### Placement by cell class

Fill, decap, tap and diode cells in grey.
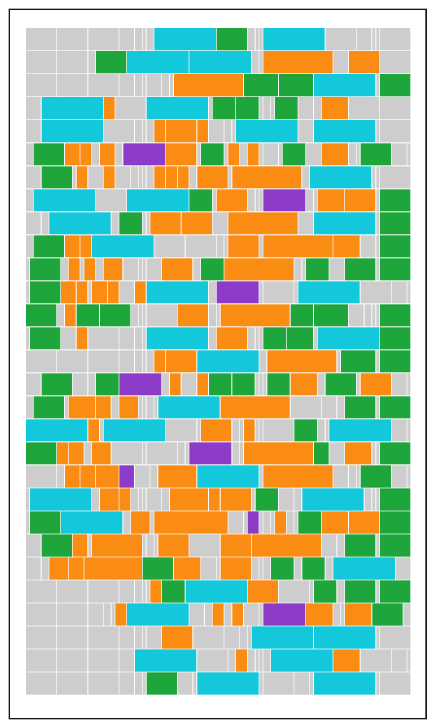
### Ports around the boundary

Pins as bars across the die edge, other pins in grey.
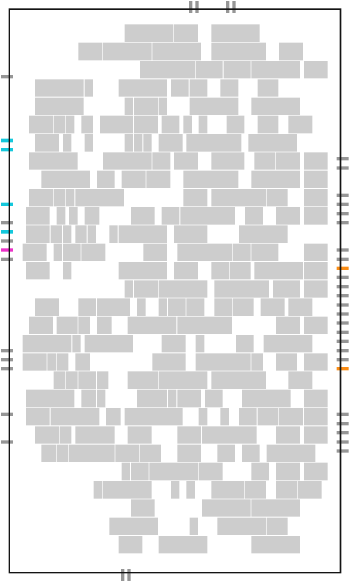
### Signal wires by layer

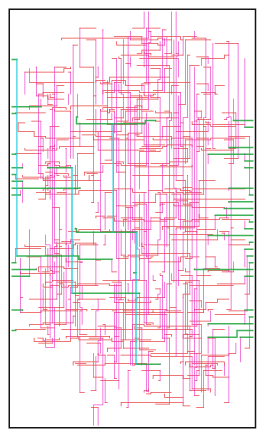
### Clock distribution

Bar = 10 um.
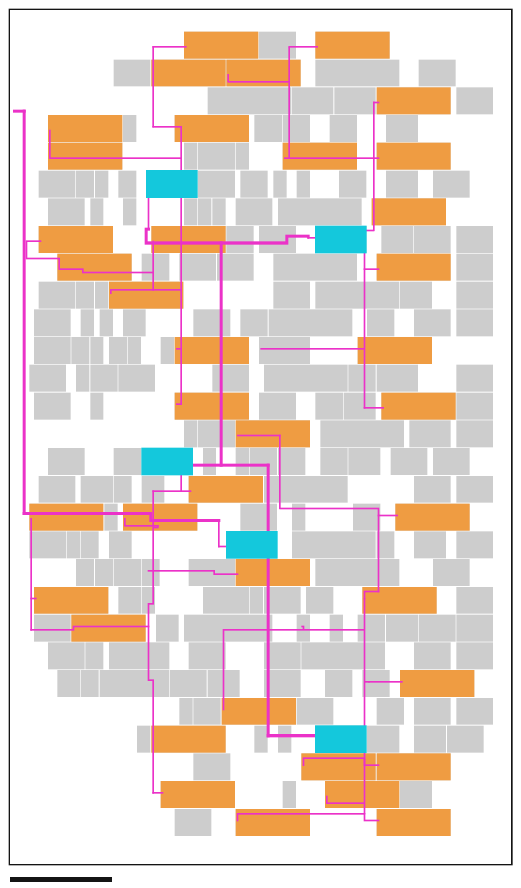
==> config.mk <==
export PLATFORM = sky130hd
export DESIGN_NAME = alu_cmd_issuer
export DESIGN_NICKNAME = d
export VERILOG_FILES = /design/src/rtl/alu_cmd_issuer_pkg.sv /design/src/rtl/alu_regfile.sv /design/src/rtl/alu_cmd_issuer.sv
export SDC_FILE = /design/constraint.sdc
export NUM_CORES = 1
export LEC_CHECK = 0
export CAP_MARGIN = 5
export CORE_ASPECT_RATIO = 1.75
export CORE_MARGIN = 1.5
export CORE_UTILIZATION = 46
export CTS_BUF_LIST = sky130_fd_sc_hd__clkbuf_8 sky130_fd_sc_hd__clkbuf_16
export CTS_CLUSTER_DIAMETER = 50
export DETAILED_ROUTE_END_ITERATION = 10
export PLACE_DENSITY_LB_ADDON = 0.2
export SLEW_MARGIN = 20
export SYNTH_ARGS = -nofsm -noshare
export SYNTH_HDL_FRONTEND = slang
export SYNTH_SLANG_ARGS = --single-unit
==> constraint.sdc <==
create_clock -name clk -period 1.7 [get_ports clk]
set_input_delay 0.34 -clock clk [delete_from_list [all_inputs] [get_ports clk]]
set_output_delay 0.34 -clock clk [all_outputs]
set_load 0.02 [all_outputs]
==> src/rtl/alu_cmd_issuer_pkg.sv <==
// Shared definitions for the ALU command issuer and the 4-bit ALU it drives:
// opcode encodings, issuer FSM states and default widths.
package alu_cmd_issuer_pkg;

    localparam int unsigned DATA_W_DEF = 4;
    localparam int unsigned REG_AW_DEF = 2;
    localparam int unsigned OP_W       = 2;

    localparam logic [OP_W-1:0] OP_ADD  = 2'b00;
    localparam logic [OP_W-1:0] OP_SUB  = 2'b01;
    localparam logic [OP_W-1:0] OP_AND  = 2'b10;
    localparam logic [OP_W-1:0] OP_PASS = 2'b11;

    typedef enum logic [1:0] {
        IDLE  = 2'd0,
        ISSUE = 2'd1,
        RESP  = 2'd2
    } state_t;

endpackage

==> src/rtl/alu_regfile.sv <==
// Small register file: synchronous clear, one write port, two operand read
// ports and one debug read port, all reads combinational.
module alu_regfile
    import alu_cmd_issuer_pkg::*;
#(
    parameter int unsigned DATA_W = DATA_W_DEF,
    parameter int unsigned REG_AW = REG_AW_DEF
) (
    input  logic              clk,
    input  logic              rst_n,
    input  logic              wr_en,
    input  logic [REG_AW-1:0] wr_addr,
    input  logic [DATA_W-1:0] wr_data,
    input  logic [REG_AW-1:0] rd_a_addr,
    input  logic [REG_AW-1:0] rd_b_addr,
    input  logic [REG_AW-1:0] dbg_addr,
    output logic [DATA_W-1:0] rd_a_c,
    output logic [DATA_W-1:0] rd_b_c,
    output logic [DATA_W-1:0] dbg_c
);

    localparam int unsigned NREG = 1 << REG_AW;

    logic [DATA_W-1:0] regs [NREG];

    // Reset has priority so an aborted command never lands its write.
    always_ff @(posedge clk) begin
        if (!rst_n) begin
            regs <= '{default: '0};
        end else if (wr_en) begin
            regs[wr_addr] <= wr_data;
        end
    end

    assign rd_a_c = regs[rd_a_addr];
    assign rd_b_c = regs[rd_b_addr];
    assign dbg_c  = regs[dbg_addr];

endmodule

==> src/rtl/alu_cmd_issuer.sv <==
// Initiator for the 4-bit ALU: accepts a register command, drives the ALU for
// one cycle, writes the result back and returns it on a response channel.
module alu_cmd_issuer
    import alu_cmd_issuer_pkg::*;
#(
    parameter int unsigned DATA_W = DATA_W_DEF,
    parameter int unsigned REG_AW = REG_AW_DEF
) (
    input  logic              clk,
    input  logic              rst_n,
    input  logic              cmd_valid,
    output logic              cmd_ready,
    input  logic [OP_W-1:0]   cmd_op,
    input  logic              cmd_imm_en,
    input  logic [DATA_W-1:0] cmd_imm,
    input  logic [REG_AW-1:0] cmd_srca,
    input  logic [REG_AW-1:0] cmd_srcb,
    input  logic [REG_AW-1:0] cmd_dst,
    output logic              alu_en,
    output logic [DATA_W-1:0] alu_a,
    output logic [DATA_W-1:0] alu_b,
    output logic [OP_W-1:0]   alu_opcode,
    input  logic [DATA_W-1:0] alu_out,
    output logic              rsp_valid,
    input  logic              rsp_ready,
    output logic [DATA_W-1:0] rsp_data,
    output logic              rsp_zero,
    input  logic [REG_AW-1:0] dbg_addr,
    output logic [DATA_W-1:0] dbg_data
);

    state_t            state;
    logic [REG_AW-1:0] dst;
    logic [DATA_W-1:0] rd_a;
    logic [DATA_W-1:0] rd_b;
    logic              wr_en;

    // The ALU result is captured at the end of the single ISSUE cycle.
    assign wr_en = (state == ISSUE);

    alu_regfile #(
        .DATA_W (DATA_W),
        .REG_AW (REG_AW)
    ) u_regfile (
        .clk       (clk),
        .rst_n     (rst_n),
        .wr_en     (wr_en),
        .wr_addr   (dst),
        .wr_data   (alu_out),
        .rd_a_addr (cmd_srca),
        .rd_b_addr (cmd_srcb),
        .dbg_addr  (dbg_addr),
        .rd_a_c    (rd_a),
        .rd_b_c    (rd_b),
        .dbg_c     (dbg_data)
    );

    always_ff @(posedge clk) begin
        if (!rst_n) begin
            state      <= IDLE;
            dst        <= '0;
            cmd_ready  <= 1'b1;
            alu_en     <= 1'b0;
            alu_a      <= '0;
            alu_b      <= '0;
            alu_opcode <= OP_ADD;
            rsp_valid  <= 1'b0;
            rsp_data   <= '0;
            rsp_zero   <= 1'b1;
        end else begin
            case (state)
                IDLE: begin
                    // Operands are snapshot here, before any write-back of this command.
                    if (cmd_valid) begin
                        alu_a      <= cmd_imm_en ? cmd_imm : rd_a;
                        alu_b      <= rd_b;
                        alu_opcode <= cmd_op;
                        alu_en     <= 1'b1;
                        dst        <= cmd_dst;
                        cmd_ready  <= 1'b0;
                        state      <= ISSUE;
                    end
                end
                ISSUE: begin
                    rsp_data   <= alu_out;
                    rsp_zero   <= (alu_out == '0);
                    rsp_valid  <= 1'b1;
                    alu_en     <= 1'b0;
                    alu_a      <= '0;
                    alu_b      <= '0;
                    alu_opcode <= OP_ADD;
                    state      <= RESP;
                end
                RESP: begin
                    if (rsp_ready) begin
                        rsp_valid <= 1'b0;
                        cmd_ready <= 1'b1;
                        state     <= IDLE;
                    end
                end
                default: begin
                    state <= IDLE;
                end
            endcase
        end
    end

endmodule

==> CHANGELOG.md <==
### Implementation results

- Status: finished clean
- Buffer levels on the longest clock path: 2
- Share of cells above drive strength 1: 0.2454
- Final setup margin: 0.04938 ns
- Average vias per placed instance: 5.336
- Ys async rst share: 0
- Crit path DAT: around 1.3 ns
- Max power group: registers
- Hold WS: 0.4619 ns
- DRC violations left: 0
- Placed insts: between 200 and 300
- Final Instance Area: 0.002435 sq mm
- Final Cycle Share: 0.9710
- Post_cts resized: 21
- GRT met3 Usage: 0.06810
- Dominant flop cell: dfxtp_1
- Core area: 0.003592 sq mm
- TritonCTS Sinks: 38
- Crit path time final: 1.651 ns
- Worst hold path endpoint: rsp_data[3]
- Maximum clock rate: 605.8 MHz
- Final setup vio count: 0
- Area share, top type: 0.4444
- Register area share after synthesis: 0.4444
- WL per Instance: 16.57 um
- Crit-path max cell delay: 0.51 ns
- Hold-fix buffers, CTS: 0
- Worst-Margin Slew: 0.4534 ns
- Register with the most flip-flops: u_regfile.regs
- Antenna viol nets, final: 0
- DR WL met3: about 210 um
- Critical Path Fanout Max: 4
- Worst EP required: 1.36 ns
- Worst R2R End: u_regfile.regs[12]
- Top cells by area: dfxtp_1 44%, mux4_2 16%, mux2i_1 13%
- Synth Instances: 148
- Yosys cell types: 29
- Placed Area: 0.002342 sq mm
- Final Non-Filler Cells: 262
- CP endpoint: dbg_data[2]
- Max-Cap Viols: 0
- Initial antenna violation count: 0
- CTS tree: done
- Grt ovf: 0
- Min-delay src: rsp_data[3]
- Max Transition Viols Final: 0
- Clk pin slew, worst setup/hold paths: roughly 0.07 ns
- Static leakage: 0.9696 nW
- Finished Core Util: 0.6778
- Max transition margin: 0.6964
- Dpl ws: -0.6460 ns
- Busiest metal layer after global routing: met2
- Largest net degree at the start of global routing: 23
- WHS Path Cells: 2
- Reg2reg path depth: 3
- Total CTS buffers: 5
- DR WL met2: ~2400 um
- DR vias: approximately 1400
- Final Hold Vio Count: 0
About 'Placement by cell class':
- purple: clock drivers and dummy loads (cells 8; share of their area 3.8%)
- cyan: sequential cells (cells 38; share of their area 32%)
- green: remaining buffers and delay cells (cells 68; share of their area 26%)
- orange: combinational and other logic (cells 102; share of their area 38%)

About 'Ports around the boundary':
- orange: cmd_srcb (pins 2; direction input; edge right)
- cyan: rsp_data (pins 4; direction output; edge left)
- magenta: rsp_zero (pins 1; direction output; edge left)
die y size: 83.70 um
IO buf count: 44
DIE WIDTH: 49.11 um

About 'Signal wires by layer':
- magenta: metal 2 (wire length 2420 um)
- red: metal 1 (wire length 1600 um)
- green: metal 3 (wire length 212 um)
- cyan: metal 4 (wire length 113 um)
Overall Global Routing Usage: 0.2394
drt total wl: 4342 um

About 'Clock distribution':
- orange: flip-flops (count 38)
- magenta: clock wires (length 499 um)
- cyan: clock drivers (count 5)
- routed clock nets: 6
- flops lie: all over the die
clk pwr: 0.638 mW
Clock power frac: 0.336
Late-Pin Clk Latency: 0.30 ns
worst clock skew: 0.01046 ns

[final cells by class]
| type | count | area (sq um) | area share |
|---|---|---|---|
| Timing Repair Buffer | 68 | 621.8 | 0.2554 |
| Multi-Input combinational cell | 98 | 888.4 | 0.3649 |
| Clock inverter | 2 | 8.758 | 0.003597 |
| Sequential cell | 38 | 760.7 | 0.3124 |
| Clock buffer | 6 | 82.58 | 0.03392 |
| Tap cell | 46 | 57.56 | 0.02364 |
| Inverter | 4 | 15.01 | 0.006166 |
[cells by family (layout without fill, tap and decap cells)]
logic type,Yosys count,count (layout),synth area share
AND-OR/OR-AND,21,21,0.09210
multiplexers,34,34,0.2865
AND/OR/NAND/NOR,43,43,0.1404
buffers and inverters,12,80,0.03654
flip-flops,38,38,0.4444
Power is estimated from default activity; no workload was simulated.
